--- config.mk ---
export PLATFORM = sky130hd
export DESIGN_NAME = uart_link
export DESIGN_NICKNAME = d
export VERILOG_FILES = /design/src/rtl/uart_link.sv
export SDC_FILE = /design/constraint.sdc
export NUM_CORES = 1
export LEC_CHECK = 0
export CAP_MARGIN = 20
export CORE_MARGIN = 2
export CORE_UTILIZATION = 55
export DETAILED_ROUTE_END_ITERATION = 6
export HOLD_SLACK_MARGIN = 0.1
export PLACE_DENSITY = 0.76
export SYNTH_ARGS = -nofsm -noshare
export SYNTH_HDL_FRONTEND = slang
export SYNTH_SLANG_ARGS = --single-unit
--- constraint.sdc ---
create_clock -name clk_i -period 3.04 [get_ports clk_i]
set_clock_uncertainty 0.15 [all_clocks]
set_input_delay 0.76 -clock clk_i [delete_from_list [all_inputs] [get_ports clk_i]]
set_output_delay 0.76 -clock clk_i [all_outputs]
set_load 0.01 [all_outputs]
--- src/rtl/uart_link.sv ---
// uart_link: parametrised UART transceiver (TX FSM, RX FSM, RX FIFO, runtime loopback).
// Define UART_LINK_PARITY_EN to append an even-parity bit after the data bits.
module uart_link #(
   parameter int unsigned DATA_W       = 8,
   parameter int unsigned CLKS_PER_BIT = 16,
   parameter int unsigned FIFO_DEPTH   = 4
) (
   input  logic              clk_i,
   input  logic              rst_ni,
   input  logic [DATA_W-1:0] data_i,
   input  logic              valid_i,
   output logic              ready_o,
   output logic [DATA_W-1:0] data_o,
   output logic              valid_o,
   input  logic              ready_i,
   input  logic              rxd_i,
   output logic              txd_o,
   input  logic              loopback_i,
   output logic              frame_err_o,
   output logic              overrun_err_o,
   output logic              parity_err_o
);

   localparam int unsigned CNT_W = $clog2(CLKS_PER_BIT);
   localparam int unsigned BIT_W = $clog2(DATA_W);
   localparam int unsigned PTR_W = $clog2(FIFO_DEPTH);
   localparam logic [CNT_W-1:0] BIT_END  = CNT_W'(CLKS_PER_BIT - 1);
   localparam logic [CNT_W-1:0] HALF_END = CNT_W'(CLKS_PER_BIT / 2 - 1);
   localparam logic [BIT_W-1:0] LAST_BIT = BIT_W'(DATA_W - 1);

   typedef enum logic [2:0] {
      ST_IDLE,
      ST_START,
      ST_DATA,
      ST_PARITY,
      ST_STOP
   } state_e;

   // ---------------- TX ----------------
   state_e            tx_state_q, tx_state_d;
   logic [CNT_W-1:0]  tx_cnt_q, tx_cnt_d;
   logic [BIT_W-1:0]  tx_bit_q, tx_bit_d;
   logic [DATA_W-1:0] tx_shift_q, tx_shift_d;
   logic              txd_q, txd_d;
   logic              tx_end;
`ifdef UART_LINK_PARITY_EN
   logic              tx_par_q, tx_par_d;
`endif

   assign tx_end = (tx_cnt_q == BIT_END);

   always_comb begin
      tx_state_d = tx_state_q;
      tx_bit_d   = tx_bit_q;
      tx_shift_d = tx_shift_q;
      txd_d      = txd_q;
      tx_cnt_d   = (tx_state_q == ST_IDLE || tx_end) ? '0 : tx_cnt_q + CNT_W'(1);
`ifdef UART_LINK_PARITY_EN
      tx_par_d   = tx_par_q;
`endif
      case (tx_state_q)
         ST_IDLE: begin
            txd_d = 1'b1;
            if (valid_i) begin
               tx_state_d = ST_START;
               tx_shift_d = data_i;
               txd_d      = 1'b0;
`ifdef UART_LINK_PARITY_EN
               tx_par_d   = ^data_i;
`endif
            end
         end
         ST_START: begin
            if (tx_end) begin
               tx_state_d = ST_DATA;
               tx_bit_d   = '0;
               txd_d      = tx_shift_q[0];
            end
         end
         ST_DATA: begin
            if (tx_end) begin
               if (tx_bit_q == LAST_BIT) begin
`ifdef UART_LINK_PARITY_EN
                  tx_state_d = ST_PARITY;
                  txd_d      = tx_par_q;
`else
                  tx_state_d = ST_STOP;
                  txd_d      = 1'b1;
`endif
               end else begin
                  tx_bit_d   = tx_bit_q + BIT_W'(1);
                  tx_shift_d = tx_shift_q >> 1;
                  txd_d      = tx_shift_d[0];
               end
            end
         end
         ST_PARITY: begin
            if (tx_end) begin
               tx_state_d = ST_STOP;
               txd_d      = 1'b1;
            end
         end
         ST_STOP: begin
            if (tx_end) tx_state_d = ST_IDLE;
         end
         default: begin
            tx_state_d = ST_IDLE;
            txd_d      = 1'b1;
         end
      endcase
   end

   // ---------------- RX ----------------
   state_e            rx_state_q, rx_state_d;
   logic [CNT_W-1:0]  rx_cnt_q, rx_cnt_d;
   logic [BIT_W-1:0]  rx_bit_q, rx_bit_d;
   logic [DATA_W-1:0] rx_shift_q, rx_shift_d;
   logic              sync1_q, sync1_d, sync2_q, sync2_d;
   logic              lb_q, lb_d;
   logic              rx_end, rx_push;
   logic              frame_err_q, frame_err_d;
`ifdef UART_LINK_PARITY_EN
   logic              rx_par_bad_q, rx_par_bad_d;
   logic              parity_err_q, parity_err_d;
`endif

   assign rx_end = (rx_state_q == ST_START) ? (rx_cnt_q == HALF_END) : (rx_cnt_q == BIT_END);

   always_comb begin
      rx_state_d  = rx_state_q;
      rx_bit_d    = rx_bit_q;
      rx_shift_d  = rx_shift_q;
      rx_cnt_d    = (rx_state_q == ST_IDLE || rx_end) ? '0 : rx_cnt_q + CNT_W'(1);
      sync1_d     = loopback_i ? txd_q : rxd_i;
      sync2_d     = sync1_q;
      lb_d        = loopback_i;
      rx_push     = 1'b0;
      frame_err_d = 1'b0;
`ifdef UART_LINK_PARITY_EN
      rx_par_bad_d = rx_par_bad_q;
      parity_err_d = 1'b0;
`endif
      case (rx_state_q)
         ST_IDLE: begin
            if (!sync2_q) rx_state_d = ST_START;
         end
         ST_START: begin
            if (rx_end) begin
               rx_state_d = sync2_q ? ST_IDLE : ST_DATA;
               rx_bit_d   = '0;
            end
         end
         ST_DATA: begin
            if (rx_end) begin
               rx_shift_d = {sync2_q, rx_shift_q[DATA_W-1:1]};
               rx_bit_d   = rx_bit_q + BIT_W'(1);
               if (rx_bit_q == LAST_BIT) begin
`ifdef UART_LINK_PARITY_EN
                  rx_state_d = ST_PARITY;
`else
                  rx_state_d = ST_STOP;
`endif
               end
            end
         end
         ST_PARITY: begin
            if (rx_end) begin
`ifdef UART_LINK_PARITY_EN
               rx_par_bad_d = sync2_q ^ (^rx_shift_q);
`endif
               rx_state_d = ST_STOP;
            end
         end
         ST_STOP: begin
            // parity verdict is held until the stop sample so both errors pulse together
            if (rx_end) begin
               rx_state_d = ST_IDLE;
`ifdef UART_LINK_PARITY_EN
               parity_err_d = rx_par_bad_q;
               rx_push      = sync2_q && !rx_par_bad_q;
`else
               rx_push      = sync2_q;
`endif
               frame_err_d  = !sync2_q;
            end
         end
         default: rx_state_d = ST_IDLE;
      endcase
      if (loopback_i != lb_q) begin
         rx_state_d  = ST_IDLE;
         rx_cnt_d    = '0;
         rx_push     = 1'b0;
         frame_err_d = 1'b0;
         sync1_d     = 1'b1;
         sync2_d     = 1'b1;
`ifdef UART_LINK_PARITY_EN
         parity_err_d = 1'b0;
`endif
      end
   end

   // ---------------- RX FIFO ----------------
   logic [DATA_W-1:0] mem_q [FIFO_DEPTH];
   logic [DATA_W-1:0] mem_d [FIFO_DEPTH];
   logic [PTR_W:0]    wr_ptr_q, wr_ptr_d, rd_ptr_q, rd_ptr_d;
   logic              empty, full, pop, do_push;
   logic              overrun_err_q, overrun_err_d;

   assign empty   = (wr_ptr_q == rd_ptr_q);
   assign full    = (wr_ptr_q[PTR_W] != rd_ptr_q[PTR_W]) &&
                    (wr_ptr_q[PTR_W-1:0] == rd_ptr_q[PTR_W-1:0]);
   assign pop     = !empty && ready_i;
   assign do_push = rx_push && (!full || pop);

   always_comb begin
      mem_d = mem_q;
      if (do_push) mem_d[wr_ptr_q[PTR_W-1:0]] = rx_shift_q;
      wr_ptr_d      = wr_ptr_q + (PTR_W+1)'(do_push);
      rd_ptr_d      = rd_ptr_q + (PTR_W+1)'(pop);
      overrun_err_d = rx_push && full && !pop;
   end

   always_ff @(posedge clk_i or negedge rst_ni) begin
      if (!rst_ni) begin
         tx_state_q    <= ST_IDLE;
         tx_cnt_q      <= '0;
         tx_bit_q      <= '0;
         tx_shift_q    <= '0;
         txd_q         <= 1'b1;
         rx_state_q    <= ST_IDLE;
         rx_cnt_q      <= '0;
         rx_bit_q      <= '0;
         rx_shift_q    <= '0;
         sync1_q       <= 1'b1;
         sync2_q       <= 1'b1;
         lb_q          <= 1'b0;
         frame_err_q   <= 1'b0;
         overrun_err_q <= 1'b0;
         mem_q         <= '{default: '0};
         wr_ptr_q      <= '0;
         rd_ptr_q      <= '0;
`ifdef UART_LINK_PARITY_EN
         tx_par_q      <= 1'b0;
         rx_par_bad_q  <= 1'b0;
         parity_err_q  <= 1'b0;
`endif
      end else begin
         tx_state_q    <= tx_state_d;
         tx_cnt_q      <= tx_cnt_d;
         tx_bit_q      <= tx_bit_d;
         tx_shift_q    <= tx_shift_d;
         txd_q         <= txd_d;
         rx_state_q    <= rx_state_d;
         rx_cnt_q      <= rx_cnt_d;
         rx_bit_q      <= rx_bit_d;
         rx_shift_q    <= rx_shift_d;
         sync1_q       <= sync1_d;
         sync2_q       <= sync2_d;
         lb_q          <= lb_d;
         frame_err_q   <= frame_err_d;
         overrun_err_q <= overrun_err_d;
         mem_q         <= mem_d;
         wr_ptr_q      <= wr_ptr_d;
         rd_ptr_q      <= rd_ptr_d;
`ifdef UART_LINK_PARITY_EN
         tx_par_q      <= tx_par_d;
         rx_par_bad_q  <= rx_par_bad_d;
         parity_err_q  <= parity_err_d;
`endif
      end
   end

   assign ready_o       = (tx_state_q == ST_IDLE);
   assign txd_o         = txd_q;
   assign data_o        = mem_q[rd_ptr_q[PTR_W-1:0]];
   assign valid_o       = !empty;
   assign frame_err_o   = frame_err_q;
   assign overrun_err_o = overrun_err_q;
`ifdef UART_LINK_PARITY_EN
   assign parity_err_o  = parity_err_q;
`else
   assign parity_err_o  = 1'b0;
`endif

endmodule

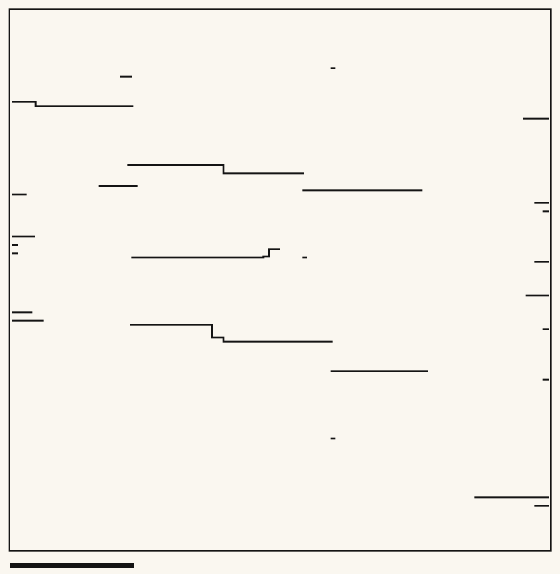
**Above:** metal 3.
Scale bar: 20 um.
The layer carries 195 um of wire. The longest straight run is 21.2 um. The wires run mostly horizontal. 18 nets have wire on it. The layer holds 3.1% of the routed length.
vias post-DR: 2265
final wirelength: 6.34 mm

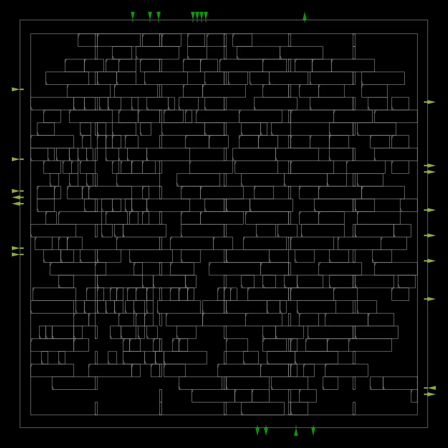
**Above:** placement view.
placeable core region: 6760 sq um
tally of non-filler cells in the final layout: 402

## state kept, by name (all words and copies together) (netlist names)
name and count:
mem_q 32, rx_shift_q 8, tx_shift_q 8, rx_cnt_q 4, tx_cnt_q 4, rd_ptr_q 3, rx_bit_q 3, rx_state_q 3
tx_bit_q 3, tx_state_q 3, wr_ptr_q 3, frame_err_o 1, lb_q 1, overrun_err_o 1, sync1_q 1, sync2_q 1
txd_o 1
## layer usage
layer / vias to the layer above / global-route usage / wire (um)
li1: 1077 / - / -
met5: - / 0 / 0
met1: 1147 / 0.277 / 3110
met3: 13 / 0.0635 / 194
met2: 28 / 0.284 / 2920
met4: 0 / 0.0629 / 104
## cell type report
type,count,share of cell area
Sequential cell,80,0.456
Multi-Input combinational cell,187,0.396
Timing Repair Buffer,35,0.0768
Clock buffer,13,0.0361
Tap cell,80,0.0227
Clock inverter,3,0.00910
Inverter,4,0.00341
## through the flow
| stage | hold slack, ps | instances | instance area [sq um] |
|---|---|---|---|
| floorplan | 280 | 279 | 3810 |
| finish | 273 | 402 | 4400 |
| CTS | 288 | 402 | 4400 |
| detailed placement | 304 | 386 | 4200 |
| global route | 291 | 402 | 4400 |
| global placement | 298 | 386 | 4200 |
## synthesized netlist by cell type, types with 2 or more instances
master / count
sky130_fd_sc_hd__dfrtp_1: 77
sky130_fd_sc_hd__mux2_2: 50
sky130_fd_sc_hd__nor2_1: 20
sky130_fd_sc_hd__o21ai_0: 11
sky130_fd_sc_hd__ha_1: 10
sky130_fd_sc_hd__nand2_1: 10
sky130_fd_sc_hd__mux2_4: 8
sky130_fd_sc_hd__mux4_2: 8
sky130_fd_sc_hd__nand3_1: 7
sky130_fd_sc_hd__a21oi_1: 6
sky130_fd_sc_hd__nor3_1: 6
sky130_fd_sc_hd__and3_1: 5
sky130_fd_sc_hd__nor2b_1: 5
sky130_fd_sc_hd__xor2_1: 5
sky130_fd_sc_hd__inv_1: 4
sky130_fd_sc_hd__nand2b_1: 4
sky130_fd_sc_hd__clkbuf_1: 3
sky130_fd_sc_hd__dfstp_2: 3
sky130_fd_sc_hd__xnor2_1: 3
sky130_fd_sc_hd__a211o_1: 2
sky130_fd_sc_hd__a22oi_1: 2
sky130_fd_sc_hd__buf_2: 2
sky130_fd_sc_hd__buf_6: 2
sky130_fd_sc_hd__nor3b_1: 2
sky130_fd_sc_hd__nor4_1: 2
sky130_fd_sc_hd__nor4_4: 2
sky130_fd_sc_hd__nor4b_4: 2
sky130_fd_sc_hd__or3_1: 2
sky130_fd_sc_hd__xor2_2: 2
## logic make-up (layout without fill, tap and decap cells)
family | after synthesis | in the layout | synth area share
compound gates | 26 | 26 | 0.0413
xor+xnor | 11 | 11 | 0.0312
fa+ha+maj | 10 | 10 | 0.0328
buf+inv | 12 | 55 | 0.0174
flops | 80 | 80 | 0.526
mux | 66 | 66 | 0.226
other cells | 1 | 1 | 0.000983
simple gates | 73 | 73 | 0.124
## report_power, final
group / switching, W / internal [W]
clock network: 0.000362 / 0.000423
logic: 0.000234 / 0.000295
registers: 0.000163 / 0.00120
total: 0.000759 / 0.00192
==> notes.md <==
Implementation progress

TritonCTS built the clock tree. The power per standard cell area stands at 609 nW/um^2. The core utilization at floorplan stands at 0.564. Grouping stages by cell kind, the critical path spends the most delay in flip-flops. STA classifies the critical path startpoint as a flip-flop. The chip area stands at 7620 sq um. The setup path with the least slack is of type flip-flop to output port.

The layout has 510 filler cells. In this run the core area contains 30 standard-cell rows. For this design the static power due to leakage is 2.01 nW.

The initial antenna violation count is 0. For this run, the script counts the antenna cells in the layout as 0. Of the available clock period, the critical path in the final layout requires 0.950. The highest cell delay on the worst timing path stands at 590 ps. Routability-driven placement finished with a final weighted congestion of 0.840. Per the post-synthesis report, the nets total 303. The worst setup path is captured at an output port. The headroom to the max-slew limit stands at 0.645. The synthesis report lists the most area-consuming cells as sky130_fd_sc_hd__dfrtp_1 (51%), sky130_fd_sc_hd__mux2_2 (15%), sky130_fd_sc_hd__mux4_2 (4.7%). In the synthesized netlist the async set-or-reset flop fraction comes to 1.00. The final power report lists total power as 0.00268 W. The remaining routing DRC violations stands at 0. At the end of the flow the core is filled with cells to 0.651. The overall routing resource usage stands at 0.195. The number of global-route vias before repair stands at 2366. In this run the worst setup path begins at rd_ptr_q[0]$_DFF_PN0_. The min-delay analysis places its worst path in the category input port to async pin. The count of instantiated cells in the yosys netlist stands at 279. The worst-margin pin slew stands at 532 ps. The count of unique library cells instantiated by Yosys stands at 43. OpenSTA, run right after detailed placement, puts the worst setup slack at 62.3 ps. For reference, the critical path is captured by data_o[7].

Per the cell usage report, the commonest logic cell in the layout is sky130_fd_sc_hd__dfrtp_1. Dividing the detail-routed wire length by the instance count gives 15.8 um. In this run the mean area of a mapped cell was 13.7 sq um. Endpoints failing hold in the final report were tallied at 0.

The critical path in the final layout is reported with a setup slack of 151 ps. The timing report lists the critical path depth as 2 cells. For reference, the clock transition at the flip-flops on the worst setup and hold paths is 70 ps.

The share of final-layout standard cells stronger than drive strength 1 stands at 0.329. The total number of nets in the final design stands at 341. STA lists the startpoint of the worst register-to-register path as rd_ptr_q[1]$_DFF_PN0_. The count of flip-flops with a built-in enable after synthesis stands at 0. The final layout reports a setup TNS of 0 ps.

Per the power-grid run, VDD falls by no more than 0.000374 V. The report puts the cell count of the worst reg-to-reg path at 6. Compared with the post-synthesis result, the final layout area differs by 15.4%.

The endpoint required time on the critical path stands at 2130 ps. In this run the register-to-register setup slack is 790 ps. Summed over all layers, the global routing overflow is 0.

Summed over all nets, the half-perimeter wirelength after detailed placement is 4.35 mm. The maximum fanout along the worst path stands at 10. Setup repair after global routing left no endpoint under its margin.

The final-report max-slew violation count stands at 0. In this run the number of H-tree levels came out at 3. The report lists the number of cells resized after CTS as 1. The sequential fraction of the synthesis area stands at 0.526. Entering global routing, the biggest net connects 81 pins.

Clock latency on the worst-skew pair, taken at its later pin, is 340 ps. The most common logic cells in the final layout are sky130_fd_sc_hd__dfrtp_1 (76), sky130_fd_sc_hd__mux2_2 (50), sky130_fd_sc_hd__clkdlybuf4s50_1 (25), sky130_fd_sc_hd__nor2_1 (20). The chip height stands at 87.3 um. The achievable clock frequency stands at 346 MHz. Counting every sink on the clock net gives 80.

The area fraction of the dominant cell type after synthesis stands at 0.505. The number of design-rule violations left by the first detailed-router iteration stands at 133. The number of buffers added on ports stands at 26. The number of buffers inserted by post-CTS setup repair stands at 0. Clock tree synthesis selected as its root buffer the cell sky130_fd_sc_hd__clkbuf_8. The total I/O pin count stands at 28.

For this run, the number of Yosys warnings is 0. Per the synth stats, the flop cell with the highest instance count is sky130_fd_sc_hd__dfrtp_1. The area taken by sequential standard cells is reported as 2010 sq um. The report counts max-capacitance violations totalling 0. Nets still carrying antenna violations after routing amount to 0. The shortest period the worst path allows stands at 2890 ps. The first global-routing pass estimated 11.3 mm of wire. In this run the deepest clock path goes through 2 buffers. The mean number of vias per cell stands at 5.63.

The flow ran to the end, and the final reports show no timing, DRC or antenna violations. The total of endpoints with negative setup slack in the final report stands at 0. Summed over all instances, the cell type with the most area after synthesis is sky130_fd_sc_hd__dfrtp_1. Buffers inserted during clock tree synthesis total 9. The capture point of the worst register-to-register path is recorded as mem_q[10]$_DFFE_PN0P_. The multi-input combinational cells in the finished layout cover a total of 1740 sq um. The cell count after synthesis came out at 279. The total of hold buffers inserted after clock tree synthesis stands at 0.

After synthesis the netlist holds a flip-flop and latch count of 80. Before any placement, the netlist area is recorded as 3810 sq um. The critical path's slowest stage uses the library cell sky130_fd_sc_hd__dfrtp_2. The post-synthesis chip area from yosys stands at 3810 sq um.

The first TritonRoute pass finished after 4 iterations. Walking the worst path, the cells encountered are mux4_2 -> clkdlybuf4s50_1. The number of buffers and inverters on the critical path is 1. The number of OpenROAD warnings stands at 26. The data arrival time of the worst path stands at 1980 ps. The die is 87.3 um wide.
Power and IR drop assume default switching activity.
